**Run 1: clock network drawn from the DEF**

Scale: 2 px per um.
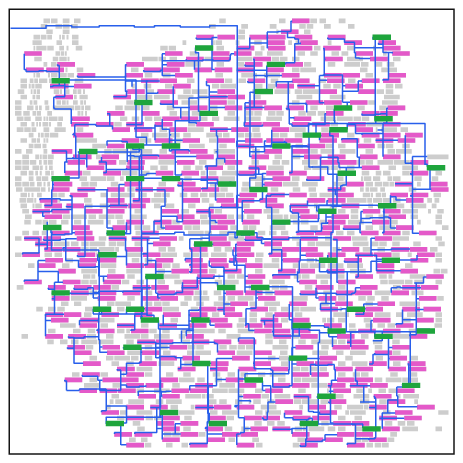
**Run 1: the clock network**

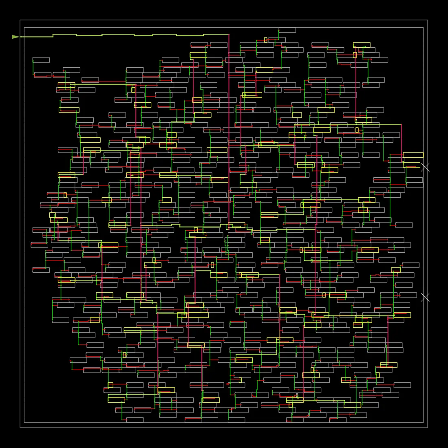
**Run 1: wiring by layer**

Scale: 1 px per um.
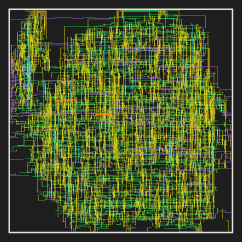
**Run 1: the metal 3 layer**

Scale: 2 px per um.
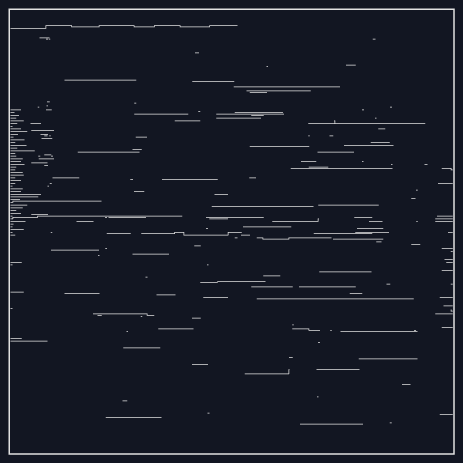
`src/rtl/pixel_compositor_pkg.sv`:
```
// Shared definitions for the pixel compositor: width helpers and a set of
// default palette colours the host logic can load after reset.
package compositor_pkg;

  // Ceiling log2 usable in parameter expressions; clog2(1) = 0.
  function automatic int clog2(input int value);
    int v;
    int r;
    v = value - 1;
    r = 0;
    while (v > 0) begin
      r++;
      v = v >> 1;
    end
    return r;
  endfunction

  // Clamp a derived width to at least one bit so degenerate parameter
  // choices (one layer, one blink frame) still give legal vectors.
  function automatic int width1(input int w);
    return (w < 1) ? 1 : w;
  endfunction

  localparam int CW_DEFAULT = 10;
  localparam int RGB_W      = 3 * CW_DEFAULT;

  // Pack three channels into the {R,G,B} palette word layout.
  function automatic logic [RGB_W-1:0] pack_rgb(
    input logic [CW_DEFAULT-1:0] r,
    input logic [CW_DEFAULT-1:0] g,
    input logic [CW_DEFAULT-1:0] b
  );
    return {r, g, b};
  endfunction

  // Default colours, {R,G,B} with 10 bits per channel.
  localparam logic [RGB_W-1:0] COL_BLACK        = {10'h000, 10'h000, 10'h000};
  localparam logic [RGB_W-1:0] COL_WHITE        = {10'h3FF, 10'h3FF, 10'h3FF};
  localparam logic [RGB_W-1:0] COL_BRICK_RED    = {10'h3FF, 10'h040, 10'h040};
  localparam logic [RGB_W-1:0] COL_BRICK_ORANGE = {10'h3FF, 10'h200, 10'h000};
  localparam logic [RGB_W-1:0] COL_BRICK_YELLOW = {10'h3FF, 10'h3FF, 10'h000};
  localparam logic [RGB_W-1:0] COL_BRICK_GREEN  = {10'h000, 10'h300, 10'h080};
  localparam logic [RGB_W-1:0] COL_BRICK_BLUE   = {10'h080, 10'h100, 10'h3FF};
  localparam logic [RGB_W-1:0] COL_GW_BLUE      = {10'h000, 10'h155, 10'h206};
  localparam logic [RGB_W-1:0] COL_GW_GOLD      = {10'h3A0, 10'h2C0, 10'h0A0};

endpackage

```
`src/rtl/pixel_compositor_if.sv`:
```
// Pixel, control and palette-write signals between the object generators
// (master side) and the compositor (slave side). Names keep the i/o sense
// as seen from the compositor.
interface pixel_compositor_if
  import compositor_pkg::*;
#(
  parameter int N_LAYERS  = 8,
  parameter int CW        = 10,
  parameter int PAL_DEPTH = 16
);
  localparam int IW = width1(clog2(PAL_DEPTH));
  localparam int LW = width1(clog2(N_LAYERS));

  // Pixel stream and per-layer coverage
  logic                   iPix_Valid;
  logic [N_LAYERS-1:0]    iLayer_Hit;
  logic [N_LAYERS*IW-1:0] iLayer_Idx;
  logic [N_LAYERS-1:0]    iBlink_Mask;
  logic [IW-1:0]          iBg_Idx;
  logic                   iFrame_Start;
  logic                   iEnable;

  // Palette write port
  logic                   iPal_We;
  logic [IW-1:0]          iPal_Addr;
  logic [3*CW-1:0]        iPal_Data;

  // Composited output
  logic [CW-1:0]          oVGA_R;
  logic [CW-1:0]          oVGA_G;
  logic [CW-1:0]          oVGA_B;
  logic                   oPix_Valid;
  logic                   oHit_Any;
  logic [LW-1:0]          oHit_Layer;

  modport master (
    output iPix_Valid, iLayer_Hit, iLayer_Idx, iBlink_Mask, iBg_Idx,
           iFrame_Start, iEnable, iPal_We, iPal_Addr, iPal_Data,
    input  oVGA_R, oVGA_G, oVGA_B, oPix_Valid, oHit_Any, oHit_Layer
  );

  modport slave (
    input  iPix_Valid, iLayer_Hit, iLayer_Idx, iBlink_Mask, iBg_Idx,
           iFrame_Start, iEnable, iPal_We, iPal_Addr, iPal_Data,
    output oVGA_R, oVGA_G, oVGA_B, oPix_Valid, oHit_Any, oHit_Layer
  );

endinterface

```
`src/rtl/pixel_compositor_prio_enc.sv`:
```
// Fixed-priority encoder over the layer hit flags; layer 0 is on top.
module layer_prio_enc
  import compositor_pkg::*;
#(
  parameter int N = 8,
  localparam int IDX_W = width1(clog2(N))
) (
  input  logic [N-1:0]     hit,
  output logic             any,
  output logic [IDX_W-1:0] idx
);

  // Scan from the lowest-priority layer upward so the lowest index set wins.
  always_comb begin
    any = 1'b0;
    idx = '0;
    for (int k = N - 1; k >= 0; k--) begin
      if (hit[k]) begin
        any = 1'b1;
        idx = IDX_W'(k);
      end
    end
  end

endmodule

```
`src/rtl/pixel_compositor.sv`:
```
// Two-stage layer compositor: priority resolve + blink masking in stage 1,
// palette lookup and display-enable blanking in stage 2.
module pixel_compositor
  import compositor_pkg::*;
#(
  parameter int N_LAYERS     = 8,
  parameter int CW           = 10,
  parameter int PAL_DEPTH    = 16,
  parameter int BLINK_FRAMES = 30,
  localparam int IW = width1(clog2(PAL_DEPTH)),
  localparam int LW = width1(clog2(N_LAYERS))
) (
  input  logic iCLK,
  input  logic iRST_N,
  pixel_compositor_if.slave bus
);

  localparam int              BW       = width1(clog2(BLINK_FRAMES));
  localparam logic [BW-1:0]   CNT_LAST = BW'(BLINK_FRAMES - 1);

  // Blink state
  logic [BW-1:0]      r_blink_cnt;
  logic               r_blink_phase;

  // Stage-0 (combinational) resolve
  logic [N_LAYERS-1:0] w_eff_hit_p0;
  logic                w_any_p0;
  logic [LW-1:0]       w_layer_p0;
  logic [IW-1:0]       w_layer_idx_p0 [N_LAYERS];
  logic [IW-1:0]       w_pal_idx_p0;

  // Stage-1 registers
  logic                r_vld_p1;
  logic                r_en_p1;
  logic                r_any_p1;
  logic [LW-1:0]       r_layer_p1;
  logic [IW-1:0]       r_pidx_p1;

  // Stage-2 registers
  logic                r_vld_p2;
  logic                r_any_p2;
  logic [LW-1:0]       r_layer_p2;
  logic [3*CW-1:0]     r_rgb_p2;

  // Palette storage
  logic [3*CW-1:0]     r_pal [PAL_DEPTH];

  // Frame counter: wraps after BLINK_FRAMES frame pulses and flips the phase
  // on the wrapping edge. Phase 1 means blinking layers are visible.
  always_ff @(posedge iCLK or negedge iRST_N) begin
    if (!iRST_N) begin
      r_blink_cnt   <= '0;
      r_blink_phase <= 1'b1;
    end else if (bus.iFrame_Start) begin
      if (r_blink_cnt == CNT_LAST) begin
        r_blink_cnt   <= '0;
        r_blink_phase <= ~r_blink_phase;
      end else begin
        r_blink_cnt   <= r_blink_cnt + 1'b1;
      end
    end
  end

  // ---- stage 0: blink masking, priority resolve, index select ----
  assign w_eff_hit_p0 = r_blink_phase ? bus.iLayer_Hit
                                      : (bus.iLayer_Hit & ~bus.iBlink_Mask);

  layer_prio_enc #(.N(N_LAYERS)) u_prio (
    .hit (w_eff_hit_p0),
    .any (w_any_p0),
    .idx (w_layer_p0)
  );

  // Unpack the flat per-layer palette index bus into an array.
  always_comb begin
    for (int k = 0; k < N_LAYERS; k++) begin
      w_layer_idx_p0[k] = bus.iLayer_Idx[k*IW +: IW];
    end
  end

  assign w_pal_idx_p0 = w_any_p0 ? w_layer_idx_p0[w_layer_p0] : bus.iBg_Idx;

  // ---- stage 1: register resolved layer, palette index and qualifiers ----
  always_ff @(posedge iCLK or negedge iRST_N) begin
    if (!iRST_N) begin
      r_vld_p1   <= 1'b0;
      r_en_p1    <= 1'b0;
      r_any_p1   <= 1'b0;
      r_layer_p1 <= '0;
      r_pidx_p1  <= '0;
    end else begin
      r_vld_p1   <= bus.iPix_Valid;
      r_en_p1    <= bus.iEnable;
      r_any_p1   <= w_any_p0;
      r_layer_p1 <= w_layer_p0;
      r_pidx_p1  <= w_pal_idx_p0;
    end
  end

  // Palette write port; a same-edge stage-2 read sees the previous contents.
  always_ff @(posedge iCLK or negedge iRST_N) begin
    if (!iRST_N) begin
      for (int i = 0; i < PAL_DEPTH; i++) begin
        r_pal[i] <= '0;
      end
    end else if (bus.iPal_We) begin
      r_pal[bus.iPal_Addr] <= bus.iPal_Data;
    end
  end

  // ---- stage 2: palette lookup, blank when display disabled ----
  always_ff @(posedge iCLK or negedge iRST_N) begin
    if (!iRST_N) begin
      r_vld_p2   <= 1'b0;
      r_any_p2   <= 1'b0;
      r_layer_p2 <= '0;
      r_rgb_p2   <= '0;
    end else begin
      r_vld_p2   <= r_vld_p1;
      r_any_p2   <= r_any_p1;
      r_layer_p2 <= r_layer_p1;
      r_rgb_p2   <= r_en_p1 ? r_pal[r_pidx_p1] : '0;
    end
  end

  assign bus.oVGA_R     = r_rgb_p2[3*CW-1 -: CW];
  assign bus.oVGA_G     = r_rgb_p2[2*CW-1 -: CW];
  assign bus.oVGA_B     = r_rgb_p2[CW-1   -: CW];
  assign bus.oPix_Valid = r_vld_p2;
  assign bus.oHit_Any   = r_any_p2;
  assign bus.oHit_Layer = r_layer_p2;

endmodule
```
`src/flat_wrapper.sv`:
```
// flat-port wrapper written by rule: the top's interface ports become plain ports
module pixel_compositor_flat import compositor_pkg::*;
#(
  parameter int N_LAYERS     = 8,
  parameter int CW           = 10,
  parameter int PAL_DEPTH    = 16,
  parameter int BLINK_FRAMES = 30,
  localparam int IW = width1(clog2(PAL_DEPTH)),
  localparam int LW = width1(clog2(N_LAYERS))
)
  (iCLK, iRST_N, bus_iPix_Valid, bus_iLayer_Hit, bus_iLayer_Idx, bus_iBlink_Mask, bus_iBg_Idx, bus_iFrame_Start, bus_iEnable, bus_iPal_We, bus_iPal_Addr, bus_iPal_Data, bus_oVGA_R, bus_oVGA_G, bus_oVGA_B, bus_oPix_Valid, bus_oHit_Any, bus_oHit_Layer);
  pixel_compositor_if #(.N_LAYERS(N_LAYERS), .CW(CW), .PAL_DEPTH(PAL_DEPTH)) bus_i ();
  input  logic iCLK;
  input  logic iRST_N;
  input wire logic [$bits(bus_i.iPix_Valid)-1:0] bus_iPix_Valid;
  input wire logic [$bits(bus_i.iLayer_Hit)-1:0] bus_iLayer_Hit;
  input wire logic [$bits(bus_i.iLayer_Idx)-1:0] bus_iLayer_Idx;
  input wire logic [$bits(bus_i.iBlink_Mask)-1:0] bus_iBlink_Mask;
  input wire logic [$bits(bus_i.iBg_Idx)-1:0] bus_iBg_Idx;
  input wire logic [$bits(bus_i.iFrame_Start)-1:0] bus_iFrame_Start;
  input wire logic [$bits(bus_i.iEnable)-1:0] bus_iEnable;
  input wire logic [$bits(bus_i.iPal_We)-1:0] bus_iPal_We;
  input wire logic [$bits(bus_i.iPal_Addr)-1:0] bus_iPal_Addr;
  input wire logic [$bits(bus_i.iPal_Data)-1:0] bus_iPal_Data;
  output wire logic [$bits(bus_i.oVGA_R)-1:0] bus_oVGA_R;
  output wire logic [$bits(bus_i.oVGA_G)-1:0] bus_oVGA_G;
  output wire logic [$bits(bus_i.oVGA_B)-1:0] bus_oVGA_B;
  output wire logic [$bits(bus_i.oPix_Valid)-1:0] bus_oPix_Valid;
  output wire logic [$bits(bus_i.oHit_Any)-1:0] bus_oHit_Any;
  output wire logic [$bits(bus_i.oHit_Layer)-1:0] bus_oHit_Layer;
  assign bus_i.iPix_Valid = bus_iPix_Valid;
  assign bus_i.iLayer_Hit = bus_iLayer_Hit;
  assign bus_i.iLayer_Idx = bus_iLayer_Idx;
  assign bus_i.iBlink_Mask = bus_iBlink_Mask;
  assign bus_i.iBg_Idx = bus_iBg_Idx;
  assign bus_i.iFrame_Start = bus_iFrame_Start;
  assign bus_i.iEnable = bus_iEnable;
  assign bus_i.iPal_We = bus_iPal_We;
  assign bus_i.iPal_Addr = bus_iPal_Addr;
  assign bus_i.iPal_Data = bus_iPal_Data;
  assign bus_oVGA_R = bus_i.oVGA_R;
  assign bus_oVGA_G = bus_i.oVGA_G;
  assign bus_oVGA_B = bus_i.oVGA_B;
  assign bus_oPix_Valid = bus_i.oPix_Valid;
  assign bus_oHit_Any = bus_i.oHit_Any;
  assign bus_oHit_Layer = bus_i.oHit_Layer;
  pixel_compositor #(.N_LAYERS(N_LAYERS), .CW(CW), .PAL_DEPTH(PAL_DEPTH), .BLINK_FRAMES(BLINK_FRAMES)) u_core (.iCLK(iCLK), .iRST_N(iRST_N), .bus(bus_i));
endmodule
```
`config.mk`:
```
export PLATFORM = sky130hd
export DESIGN_NAME = pixel_compositor_flat
export DESIGN_NICKNAME = d
export VERILOG_FILES = /design/src/rtl/pixel_compositor_pkg.sv /design/src/rtl/pixel_compositor_if.sv /design/src/rtl/pixel_compositor_prio_enc.sv /design/src/rtl/pixel_compositor.sv /design/src/flat_wrapper.sv
export SDC_FILE = /design/constraint.sdc
export NUM_CORES = 1
export LEC_CHECK = 0
export CAP_MARGIN = 15
export CORE_MARGIN = 2
export CORE_UTILIZATION = 50
export DETAILED_ROUTE_END_ITERATION = 6
export PLACE_DENSITY_LB_ADDON = 0.3
export SETUP_SLACK_MARGIN = 0.05
export SYNTH_ARGS = -nofsm -noshare
export SYNTH_HDL_FRONTEND = slang
export SYNTH_SLANG_ARGS = --single-unit
```
`constraint.sdc`:
```
create_clock -name iCLK -period 6.4 [get_ports iCLK]
set_input_delay 1.92 -clock iCLK [delete_from_list [all_inputs] [get_ports iCLK]]
set_output_delay 1.92 -clock iCLK [all_outputs]
set_load 0.02 [all_outputs]
```
==> results.txt, run 1 <==
Notes on the physical implementation.

- The clock tree from TritonCTS is built, for reference.
- Per the synthesis report, the dominant area consumer among library cells is sky130_fd_sc_hd__dfrtp_1.
- The critical path launch point is bus_iPal_Addr[1], for reference.
- The timing report gives the clock slew at the launch and capture registers of the worst setup and hold paths as around 60 ps.
- The post-route met1 wirelength is roughly 24000 um, for reference.
- The global routing report lists combined usage of all routing layers as 22.1%.
- The horizontal die size is 222 um, for reference.
- In this run, distinct cell masters in the synthesized netlist total 54.
- TritonRoute reported its final design rule violation total as 2.
- The initial antenna violation count is 3.
- The clock tree synthesis step divided the H-tree into 2 levels.
- The report counts max-capacitance violations totalling 0.
- The via count of the first global-routing pass was 14200.
- The startpoint identified for the worst hold timing path is u_core.r_vld_p1.
- For this design, Yosys synthesis ends with a cell count of ~1500.
- The run finished, with violations left.
- The final reports fail on design-rule violations.
- The slew at the pin closest to its max-slew limit is 1250 ps, for reference.
- Per the post-synthesis stats, the area per cell is between 15 and 20 um^2.
- Overall power consumption after layout is estimated at 11.4 mW.
- The final hold violation count is 0, for reference.
- The kind of end point of the critical path is a flop, for reference.
- The cell leakage power is around 12 nW, for reference.
- Sequential cells were found to cover a little under three fifths of the synthesized design area.
- After legalization and detailed placement, the total HPWL measured approximately 31000 um.
- Counting I/O delays and the setup requirement, the final critical path takes approximately 4000 ps.
- Per the placement report, the placed cell count is roughly 2100.
- The required time of the critical path is between 6000 and 7000 ps, for reference.
- Post-CTS timing repair inserted 0 buffers for setup.
- The uppermost signal routing layer after detailed routing is met5, for reference.
- The longest clock path from root to sink contains 3 buffers.
About 'clock network drawn from the DEF':
- clock wires: blue (length 6500 um)
- flip-flops: magenta (count 531)
- clock drivers: green (count 56)
- routed clock nets: 57
- flops lie: spread over the die

About 'the clock network':
number of sequential cells: 531
maximum clock skew at final layout: 20.8 ps
clock sink count: 531

About 'wiring by layer':
- metal 4: cyan (wire length 1260 um)
- metal 2: yellow (wire length 25.1 mm)
- metal 3: purple (wire length 2210 um)
- metal 5: orange (wire length 30.4 um)
- metal 1: green (wire length 24.2 mm)

About 'the metal 3 layer':
- longest straight run: 78.2 um
- wire length on this layer: 2210 um

run 1: final timing paths:
check,to,slack [ps],depth (start not counted)
setup / recovery,u_core.r_pal[78],2410,5
hold / removal,u_core.bus.oPix_Valid,350,0
setup reg to reg,u_core.r_rgb_p2[0],3430,4
hold reg to reg,u_core.bus.oPix_Valid,350,0
max in group asynchronous,u_core.r_pal[41],3690,2
min in group asynchronous,u_core.r_rgb_p2[3],1410,1
run 1: cell families (layout without fill, tap and decap cells):
| family | Yosys count | count (layout) | synth area share [%] |
|---|---|---|---|
| AND-OR/OR-AND | 49 | 49 | 1.57 |
| XOR/XNOR | 1 | 1 | 0.0370 |
| adder cells (fa/ha/maj) | 2 | 2 | 0.106 |
| buffers and inverters | 132 | 262 | 2.32 |
| flip-flops | 531 | 531 | 56.1 |
| multiplexers | 634 | 634 | 37.3 |
| AND/OR/NAND/NOR | 107 | 107 | 2.57 |
run 1: report_power, final:
part / leakage (nW) / switching, mW / internal [mW]
Clock: 0.936 / 1.31 / 2.02
Combinational: 4.12 / 1.20 / 2.05
Sequential: 6.52 / 0.609 / 4.17
run 1: worst max-delay path, cell delays in order:
cell and delay (ps):
sky130_fd_sc_hd__clkdlybuf4s50_1 560, sky130_fd_sc_hd__nand2b_1 360, sky130_fd_sc_hd__nor2_4 810, sky130_fd_sc_hd__buf_4 420, sky130_fd_sc_hd__mux2_2 370
run 1: registers in the layout, indices dropped and copies added, names as in the netlist:
name,flops
u_core.r_pal,480
u_core.r_rgb_p2,30
u_core.r_blink_cnt,5
u_core.r_pidx_p1,4
u_core.bus.oHit_Layer,3
u_core.r_layer_p1,3
u_core.bus.oHit_Any,1
u_core.bus.oPix_Valid,1
u_core.r_any_p1,1
u_core.r_blink_phase,1
u_core.r_en_p1,1
u_core.r_vld_p1,1
run 1: per-stage QoR:
stage / setup WS (ps) / hold WS, ps / instance area [um^2]
5_1_grt: 2340 / 356 / 27500
3_3_place_gp: 1730 / 335 / 25500
6_report: 2410 / 347 / 27500
2_1_floorplan: 3070 / 331 / 23700
3_5_place_dp: 1620 / 336 / 25500
4_1_cts: 2260 / 348 / 27400
run 1: layout make-up:
cell class / instances / area share [%]
sequential: 531 / 48.4
tap: 607 / 2.76
clock inverter: 13 / 0.756
inverter: 14 / 0.191
multi-input combinational: 793 / 36.2
clock buffer: 88 / 6.20
timing repair buffer: 147 / 5.48
run 1: layout by cell type, fill, tap and decap left out, types with 9 or more instances in the layout:
master / n
sky130_fd_sc_hd__inv_1: 13
sky130_fd_sc_hd__mux2_2: 482
sky130_fd_sc_hd__dfrtp_1: 526
sky130_fd_sc_hd__clkdlybuf4s50_1: 125
sky130_fd_sc_hd__nor2_1: 9
sky130_fd_sc_hd__nor2_4: 9
sky130_fd_sc_hd__nand2b_1: 12
sky130_fd_sc_hd__clkbuf_16: 58
sky130_fd_sc_hd__mux4_2: 151
sky130_fd_sc_hd__clkbuf_8: 14
sky130_fd_sc_hd__clkbuf_1: 16
sky130_fd_sc_hd__and2_1: 30
sky130_fd_sc_hd__buf_4: 15
sky130_fd_sc_hd__nand2_1: 14
==> run 2, diff against run 1 <==
==> constraint.sdc (replaced) <==
create_clock -name iCLK -period 3.8 [get_ports iCLK]
set_input_delay 1.14 -clock iCLK [delete_from_list [all_inputs] [get_ports iCLK]]
set_output_delay 1.14 -clock iCLK [all_outputs]
set_load 0.02 [all_outputs]
**Run 2: wiring by layer**

Scale: 1 px per um.
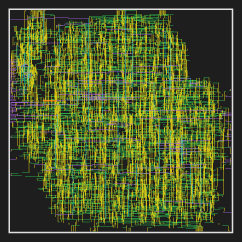
- metal 5: orange (wire length 12.0 um)
- metal 4: cyan (wire length 1320 um)
- metal 1: green (wire length 24.6 mm)
- metal 2: yellow (wire length 26.6 mm)
- metal 3: purple (wire length 2470 um)

==> run 2 against run 1 <==
The flow still finishes with violations (design-rule violations); clock-buffer cell count shrank 5; global-route usage grew 0.82 points; clock power rose by 61%; area after synthesis stayed put; clock skew rose by 3.1 ps; largest cell class unchanged; highest routed layer unchanged.
==> results.txt, run 2 <==
Notes on the physical implementation.

- The run finished, with violations left.
- The checks that failed: design-rule violations.
- The sequential cell fraction of total power is 42.2%, for reference.
- The biggest area contributor in the post-synthesis netlist is sky130_fd_sc_hd__dfrtp_1.
- The total cells reported by yosys after synthesis is 1456, for reference.
- The mean cell area of the mapped netlist is 16.3 um^2, for reference.
- Per report_power, the clock group accounts for ~28% of the total.
- The count of unresolved DRC violations after routing is 2, for reference.
- The top cell types in the final layout, fill and taps aside, are sky130_fd_sc_hd__dfrtp_1, sky130_fd_sc_hd__mux2_2, sky130_fd_sc_hd__mux4_2.
- The final HPWL from detailed placement is ~34000 um, for reference.
- The number of setup buffers added after CTS is 0.
- The endpoint of the worst register-to-register path is u_core.r_rgb_p2[14], for reference.
- The H-tree depth is 2, for reference.
- Overall routing resource usage recorded by global route was a little under a quarter.
- In the synthesized netlist, the dominant kind of combinational cell is multiplexers.
- Per the OpenROAD power report, switching power amounts to 5.33 mW.
- The largest register by flop count is u_core.r_pal, for reference.
- The adder-cell share of the synthesized area is 0.106%, for reference.
- The timing report shows that the slowest cell on the worst path is sky130_fd_sc_hd__clkdlybuf4s50_1.
- In the Yosys report, the sequential cells make up a little under three fifths of the chip area.
- TritonCTS reports the number of clock sinks as between 500 and 600.
- The die is between 200 and 250 um wide.
- The kind of end point of the critical path is a primary output, for reference.
- The register with the most flip-flops in the layout has approximately 480 of them.
- The most frequent standard cell in the layout excluding fill and tap cells is sky130_fd_sc_hd__dfrtp_1, for reference.
-- run 2: cell types whose count changed in the layout (fill, tap and decap cells not counted) --
cell,before,now
sky130_fd_sc_hd__clkinv_2,5,12
sky130_fd_sc_hd__buf_4,15,43
sky130_fd_sc_hd__clkinv_4,0,1
sky130_fd_sc_hd__buf_12,5,14
sky130_fd_sc_hd__bufinv_16,5,2
sky130_fd_sc_hd__inv_6,1,0
sky130_fd_sc_hd__buf_16,1,0
sky130_fd_sc_hd__clkbuf_8,14,10
sky130_fd_sc_hd__clkbuf_1,16,15
sky130_fd_sc_hd__clkinvlp_4,1,4
sky130_fd_sc_hd__diode_2,0,2
-- run 2: worst min-delay path by stage --
stage	cells after the start	startpoint	slack (ps)	end
after global routing	0	u_core.r_layer_p1[1]	360	u_core.bus.oHit_Layer[1]
after floorplan	0	u_core.r_any_p1	330	u_core.bus.oHit_Any
after global placement	0	u_core.r_layer_p1[1]	340	u_core.bus.oHit_Layer[1]
after detailed placement	0	u_core.r_layer_p1[1]	340	u_core.bus.oHit_Layer[1]
final	0	u_core.r_layer_p1[1]	350	u_core.bus.oHit_Layer[1]
after CTS	0	u_core.r_layer_p1[1]	350	u_core.bus.oHit_Layer[1]
-- run 2: cell type report --
cell class              count  area [um^2]
clock inverters            20          175
diodes                      2         5.00
fillers                  3510        18900
well taps                 607          759
repair buffers            183         1870
multi-input cells         793         9940
clock buffers              83         1650
inverters                  14         52.6
flip-flops and latches    531        13300
-- run 2: cell families (layout without fill, tap and decap cells) --
group                      count (synthesis)  count (layout)
muxes                                    634             634
other                                      0               2
buffers and inverters                    132             300
AOI/OAI and AO/OA                         49              49
DFF                                      531             531
xor gates and xnor gates                   1               1
adders and majority gates                  2               2
and+or+nand+nor                          107             107
-- run 2: power groups by stage --
stage / Clock (mW) / Combinational, mW / Sequential (mW)
final: 5.36 / 5.65 / 8.03
after global routing: 5.71 / 6.04 / 8.20
after CTS: 5.47 / 5.74 / 8.02
after floorplan: 0 / 4.38 / 7.68
after detailed placement: 0 / 5.71 / 8.11
after global placement: 0 / 5.60 / 8.02
-- run 2: stage by stage --
| step | power [mW] | utilization [%] | hold slack [ps] |
|---|---|---|---|
| final | 19.0 | 59.5 | 348 |
| after global routing | 20.0 | 59.5 | 365 |
| after CTS | 19.2 | 59.5 | 349 |
| after detailed placement | 13.8 | 55.6 | 339 |
| after global placement | 13.6 | 55.6 | 340 |
| after floorplan | 12.1 | - | 331 |
-- run 2: metal layers --
layer	global-route usage, %	vias to the layer above	share of wire [%]	routed length [um]
li1	-	5666	-	-
met1	32.0	7290	45	24600
met2	37.2	282	48	26600
met3	4.36	101	4.5	2470
met4	6.23	2	2.4	1320
met5	0	-	0.020	11
No activity file was given, so power comes from the tool's default toggle rates.
